**Run 1: M1 wires**

Supply wires on this layer in gray.
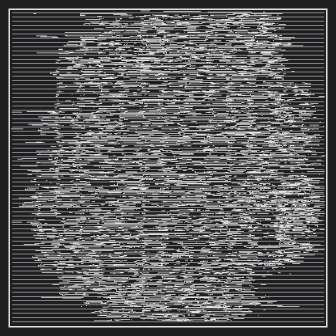
**Run 1: the metal 2 layer**

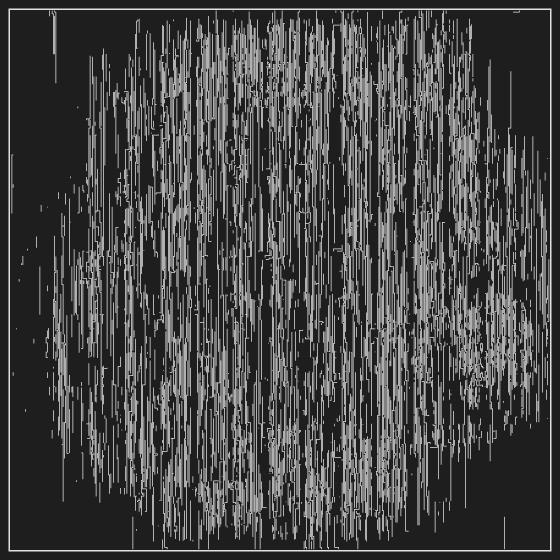
**Run 1: metal 3**

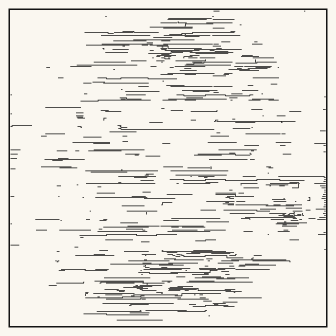
**Run 1: met4 routing**

Scale bar: 50 µm. Supply wires on this layer in gray. Cells faint in the background.
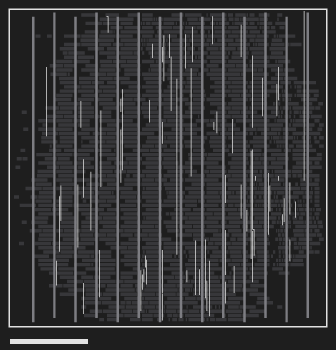
==> config.mk <==
export PLATFORM = sky130hd
export DESIGN_NAME = channel_expander
export DESIGN_NICKNAME = d
export VERILOG_FILES = /design/src/rtl/channel_expander.sv
export SDC_FILE = /design/constraint.sdc
export NUM_CORES = 1
export LEC_CHECK = 0
export ABC_CLOCK_PERIOD_IN_PS = 5900
export CORE_UTILIZATION = 60
export CTS_CLUSTER_SIZE = 14
export DETAILED_ROUTE_END_ITERATION = 10
export GPL_ROUTABILITY_DRIVEN = 0
export PLACE_DENSITY = 0.9
export SYNTH_ARGS = -nofsm -noshare
export SYNTH_HDL_FRONTEND = slang
export SYNTH_SLANG_ARGS = --single-unit
==> constraint.sdc <==
create_clock -name clk -period 5.9 [get_ports clk]
set_input_delay 0.59 -clock clk [delete_from_list [all_inputs] [get_ports clk]]
set_output_delay 0.59 -clock clk [all_outputs]
set_load 0.05 [all_outputs]
==> impl_metrics.ini, run 1 <==
; physical design summary
[floorplan]
die_h_um = 203.1
io-pin-count = 81
die-area_mm2 = 0.04125
fp.dieW_um = 203.1
num_rows = 73
fp_util = 0.6093
core_mm2 = 0.03982

[global_routing]
grt_max_degree = 83
grt_pass1_wl_um = 86780

[synth]
ys.flops = 638
synth_cells = 1209
synthTopLogicFamily = multiplexers
mux_area_frac = 0.1771
ys_sh_simple = 0.03677
compound_area_frac = 0.02032
yosysUniqueCellTypes = 50
synthXorXnorAreaFrac = 0
avgSynthCellArea_um2 = 20.07
syn-num-nets = 1257
fa_ha_area_frac = 0.001547
syn_area_mm2 = 0.02426
synth_warnings = 0
synth-edff-count = 546
synth-async-reset-ratio = 0

[sta]
final_max_slew_viol_count = 0
period_minus_slack_ns = 4.397
hold_slack_ns = 0.4537
tightestPinTransition_ns = 1.334
timing.slew.headroom = 0.1105
fmax_mhz = 227.4
fin_worst_skew_ns = 0.01177
hold_viol = 0
rsz0062_at_grt = false

[routing]
post-route-drc-count = 0
first_pass_iters = 6
viasPerCell = 6.811
ant_nets = 0

[finish]
area_delta_synth_final_pct = 13.95
nets = 1350
diodes = 0
lay_top_count = edfxtp_1
largest_reg_flops = 512
lay_top_cells = edfxtp_1, mux4_2, dfxtp_1, clkdlybuf4s50_1, clkbuf_16

[clocking]
htreeDepth = 2
cts_sinks = 638
postCtsSetupBuffers = 0
cts-root-buf = clkbuf_16
post_cts_resized = 0
cts_buffers = 59
hold_buffers = 0

[critical_path]
reg2reg_slack_ns = 1.50
reg2regPathDepth = 8
cp.required_ns = 6.20
start_kind = flop
cp_max_fo = 20
end_kind = flop

[power]
p_leak_nw = 8.464
netSwitchingPower_mw = 1.941
worst_ir_drop_vdd_mv = 0.2424
power_frac_comb = 0.044
p_per_area_mw_per_mm2 = 330.1

[job]
tool_warnings = 27
cap_violations = 0

[place]
hpwl_um = 33150
portBuffers = 80

[hold_path]
hold-path-cell-count = 2

[run_status]
status = finished, final reports clean
Back to the opening pictures, 'M1 wires':
1,304 nets have wire on it. The layer holds 36% of the routed length. The layer carries 21.0 mm of wire. The wires run mostly horizontal.
via count: 12,780
WL final: 58,740 µm

Back to the opening pictures, 'the metal 2 layer':
The layer carries 30.2 mm of wire. 1,271 nets have wire on it. The layer holds 51% of the routed length. The wires run mostly vertical. The longest straight run is 85.0 µm.
grt met2 use: 0.4868

Back to the opening pictures, 'metal 3':
280 nets have wire on it. The wires run mostly horizontal. The layer holds 9.8% of the routed length. The layer carries 5,750 µm of wire.
GR met3 Demand/Resource: 0.05843

Back to the opening pictures, 'met4 routing':
The wires run mostly vertical. The layer holds 3.0% of the routed length. The layer carries 1,760 µm of wire. 47 nets have wire on it. The longest straight run is 113 µm.

run 1: cell families (layout without fill, tap and decap cells):
group | after synthesis | in the layout
AOI/OAI and AO/OA | 82 | 82
adders and majority gates | 3 | 3
buffers and inverters | 76 | 219
DFF | 638 | 638
muxes | 216 | 216
and+or+nand+nor | 194 | 194
run 1: power groups by stage:
stage | combinational [mW] | sequential [mW] | clock (mW)
final | 0.405 | 4.99 | 3.73
after global routing | 0.424 | 4.99 | 3.93
after CTS | 0.399 | 4.99 | 3.75
after detailed placement | 0.392 | 5.09 | 0
after global placement | 0.368 | 5.08 | 0
after floorplan | 0.220 | 5.07 | 0
run 1: worst max-delay path, cell delays in order (launching register included):
cell and delay [ns]:
dfxtp_1 0.46, mux2i_1 0.50, o211a_1 0.69, nand2b_1 0.27, nor2_1 0.07, a221oi_2 0.40, nand2_1 0.40, nor2_4 0.88
buf_4 0.39
run 1: synth_stat cells, types with 3 or more instances:
library cell / number / area, µm²
a21oi_1: 48 / 240.2
nand3_1: 33 / 165.2
inv_1: 8 / 30.03
ha_1: 3 / 37.54
dfxtp_1: 92 / 1842
mux2_2: 6 / 67.56
buf_1: 11 / 41.29
edfxtp_1: 546 / 16400
nor2b_1: 4 / 25.02
mux2i_1: 40 / 400.4
clkbuf_1: 43 / 161.4
and2_1: 13 / 81.33
mux4_2: 170 / 3829
nand2b_1: 7 / 43.79
buf_2: 11 / 55.05
o21ai_0: 11 / 55.05
nand2_1: 50 / 187.7
nor2_1: 71 / 266.5
run 1: cell type report:
| cell class | instances | area (µm²) |
|---|---|---|
| Multi-Input combinational cell | 495 | 5852 |
| Inverter | 10 | 37.54 |
| Clock buffer | 81 | 1650 |
| Timing Repair Buffer | 98 | 960.9 |
| Clock inverter | 30 | 244.0 |
| Fill cell | 2265 | 12170 |
| Tap cell | 525 | 656.9 |
| Sequential cell | 638 | 18250 |
run 1: routing by layer:
layer | GRT usage | vias up | wire, µm
met5 | 0 | - | 28
met4 | 0.1010 | 4 | 1762
met3 | 0.05843 | 148 | 5753
met2 | 0.4868 | 947 | 30190
li1 | - | 5091 | -
met1 | 0.3962 | 6594 | 21000
run 1: per-stage QoR:
stage,cells,worst slack [ns],power [mW]
final,1877,1.503,9.127
after global routing,1877,1.292,9.346
after CTS,1877,1.623,9.144
after detailed placement,1766,1.288,5.477
after global placement,1766,1.488,5.446
after floorplan,1209,1.975,5.286
**Run 1: clock routing**

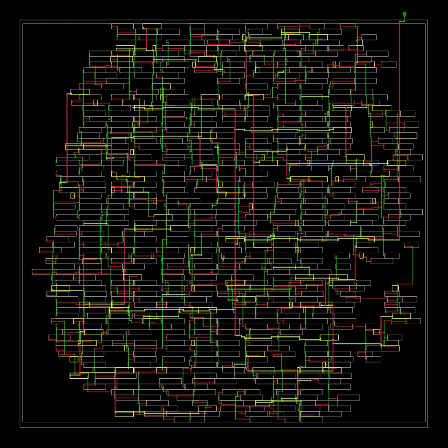

==> run 2, diff against run 1 <==
- ABC_CLOCK_PERIOD_IN_PS: 5900 -> 4500
- clock period: 5.9 -> 4.5 ns (I/O delays scaled with it)
**Run 2: clock routing**

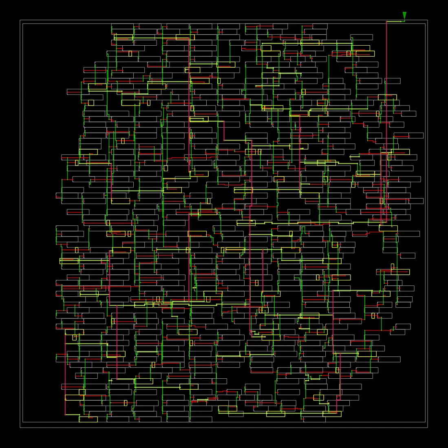
CTS buffer count: 58
registers: 638
Final Skew: 0.01787 ns
clk_buf instances: 83

**Run 2: met4 routing**

Scale bar: 50 µm. Supply wires on this layer in gray. Cells faint in the background.
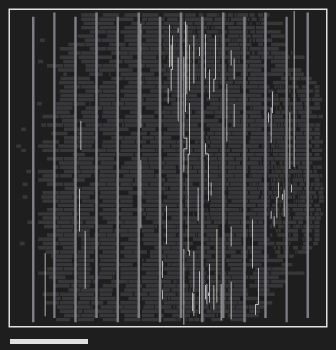
52 nets have wire on it. The layer holds 2.6% of the routed length. The longest straight run is 100 µm.
via count: 12,820
WL final: 59,430 µm

==> run 2 against run 1 <==
Core utilization up 0.30 points. Hold slack better by 0.0034 ns. Register-to-register slack worse by 1.1 ns. Count of clock-buffer cells in the layout up 2. Die size unchanged. Final cell count up 0.37%. Design area up 0.43%. Sequential share of layout area down 0.28 points. Sequential cell count unchanged. Via count up 0.27%. Global-route usage up 0.21 points. Critical path type unchanged. Critical endpoint is now fm_q[0].
==> impl_metrics.ini, run 2 <==
; physical design summary
[floorplan]
fp_util = 0.6093
core_mm2 = 0.03982
die_h_um = 203.1
die-area_mm2 = 0.04125
fp.dieW_um = 203.1
num_rows = 73
io-pin-count = 81

[place]
portBuffers = 80
hpwl_um = 34080

[routing]
met3_length_um = 7101
wl_met1_um = 21710
ant_nets = 0
viasPerCell = 6.804
post-route-drc-count = 0
highest_layer = met5
first_pass_iters = 7

[power]
p_leak_nw = 8.485
power_frac_comb = 0.047
clockPowerShare = 0.397
netSwitchingPower_mw = 2.551
p_per_area_mw_per_mm2 = 423.8
p_sw_frac = 0.2168
power_mw = 11.77
worst_ir_drop_vdd_mv = 0.3387

[finish]
largest_reg_flops = 512
diodes = 0
nets = 1359
lay_top_count = edfxtp_1
lay_top_cells = edfxtp_1, mux4_2, dfxtp_1, clkdlybuf4s50_1, clkbuf_16

[hold_path]
hold-path-cell-count = 2

[critical_path]
reg2reg_slack_ns = 0.36
cp.required_ns = 4.71
end_kind = flop
reg2regPathDepth = 7
cp_max_fo = 20
start_kind = flop

[sta]
rsz0062_at_grt = false
hold_viol = 0
final_max_slew_viol_count = 0
tightestPinTransition_ns = 1.352
timing.slew.headroom = 0.09898
hold_slack_ns = 0.4571

[synth]
ys.flops = 638
top_cell_area_share = 0.6757
yosys.cell_count.top_type = edfxtp_1
area_leaders = edfxtp_1, mux4_2, dfxtp_1, mux2i_1, nor2_1
common_cells = edfxtp_1, mux4_2, dfxtp_1
ys_cells = 1209
synth_warnings = 0
synth-edff-count = 546
yosysUniqueCellTypes = 50
avgSynthCellArea_um2 = 20.07
synth_cells = 1209
syn-num-nets = 1257
yosysTopAreaCell = edfxtp_1
syn_area_mm2 = 0.02426
synth_top_flop_cell = edfxtp_1

[clocking]
htreeDepth = 2
cts_max_path_buffers = 3
cts_sinks = 638
cts-root-buf = clkbuf_16
postCtsSetupBuffers = 0
post_cts_resized = 0
hold_buffers = 0
path_clk_slew_ns = 0.06

[job]
cap_violations = 0

[run_status]
status = finished, final reports clean

[global_routing]
grt_pass1_wl_um = 87450
grt_max_degree = 86
**Run 2: the metal 2 layer**

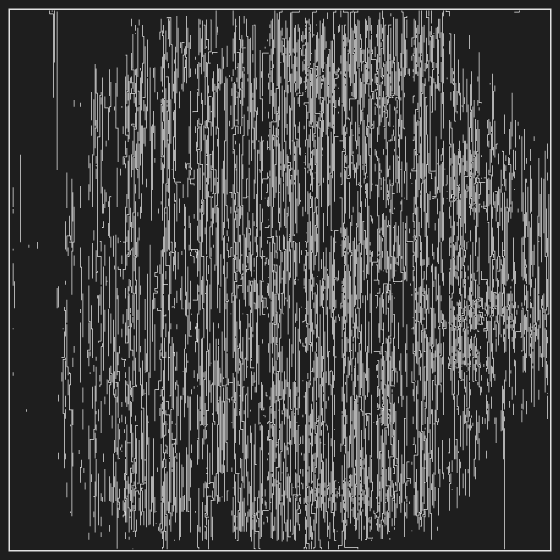
The wires run mostly vertical. The layer carries 29.0 mm of wire. The longest straight run is 64.6 µm.
grt met2 use: 0.4774

[run 2: cell types whose count changed in the layout (fill, tap and decap cells not counted), moves of 2 or more]
cell / delta
clkbuf_1: +3
buf_12: +13
clkinv_1: +2
bufinv_16: -3
clkinv_2: -4
buf_4: -3
[run 2: cell type report]
| cell class | instances | area [µm²] |
|---|---|---|
| Fill cell | 2229 | 12060 |
| Inverter | 10 | 37.54 |
| Multi-Input combinational cell | 495 | 5852 |
| Tap cell | 525 | 656.9 |
| Timing Repair Buffer | 108 | 1199 |
| Clock buffer | 83 | 1637 |
| Clock inverter | 25 | 138.9 |
| Sequential cell | 638 | 18250 |
[run 2: power by group through the flow]
stage | logic (mW) | registers (mW) | clock network [mW]
finish | 0.556 | 6.54 | 4.67
global route | 0.578 | 6.54 | 4.90
CTS | 0.544 | 6.54 | 4.69
detailed placement | 0.529 | 6.66 | 0
global placement | 0.501 | 6.66 | 0
floorplan | 0.288 | 6.64 | 0
[run 2: stage by stage]
step                      std cells  setup slack [ns]    util
final                          1884            0.3632  0.6973
after global routing           1884            0.2267  0.6973
after CTS                      1884            0.4696  0.6973
after detailed placement       1776            0.3083  0.6527
after global placement         1776            0.4959  0.6527
after floorplan                1209            0.7149       -
[run 2: kinds of logic after synthesis]
logic type	synth area share
fa+ha+maj	0.001547
simple gates	0.03677
flops	0.7517
buf+inv	0.01263
compound gates	0.02032
mux	0.1771
[run 2: critical path, stage by stage, from the launching register on]
cell	delay [ns]
dfxtp_1	0.59
mux2i_1	0.48
o211a_1	0.66
or3b_1	0.23
o211ai_1	0.29
a21oi_1	0.29
o211ai_2	0.13
nor4_2	1.07
[run 2: layer usage]
layer / track usage / vias to the layer above
li1: - / 5100
met1: 0.4226 / 6543
met2: 0.4774 / 1033
met3: 0.05891 / 141
met4: 0.07519 / 2
met5: 0 / -
Power and IR drop assume default switching activity.
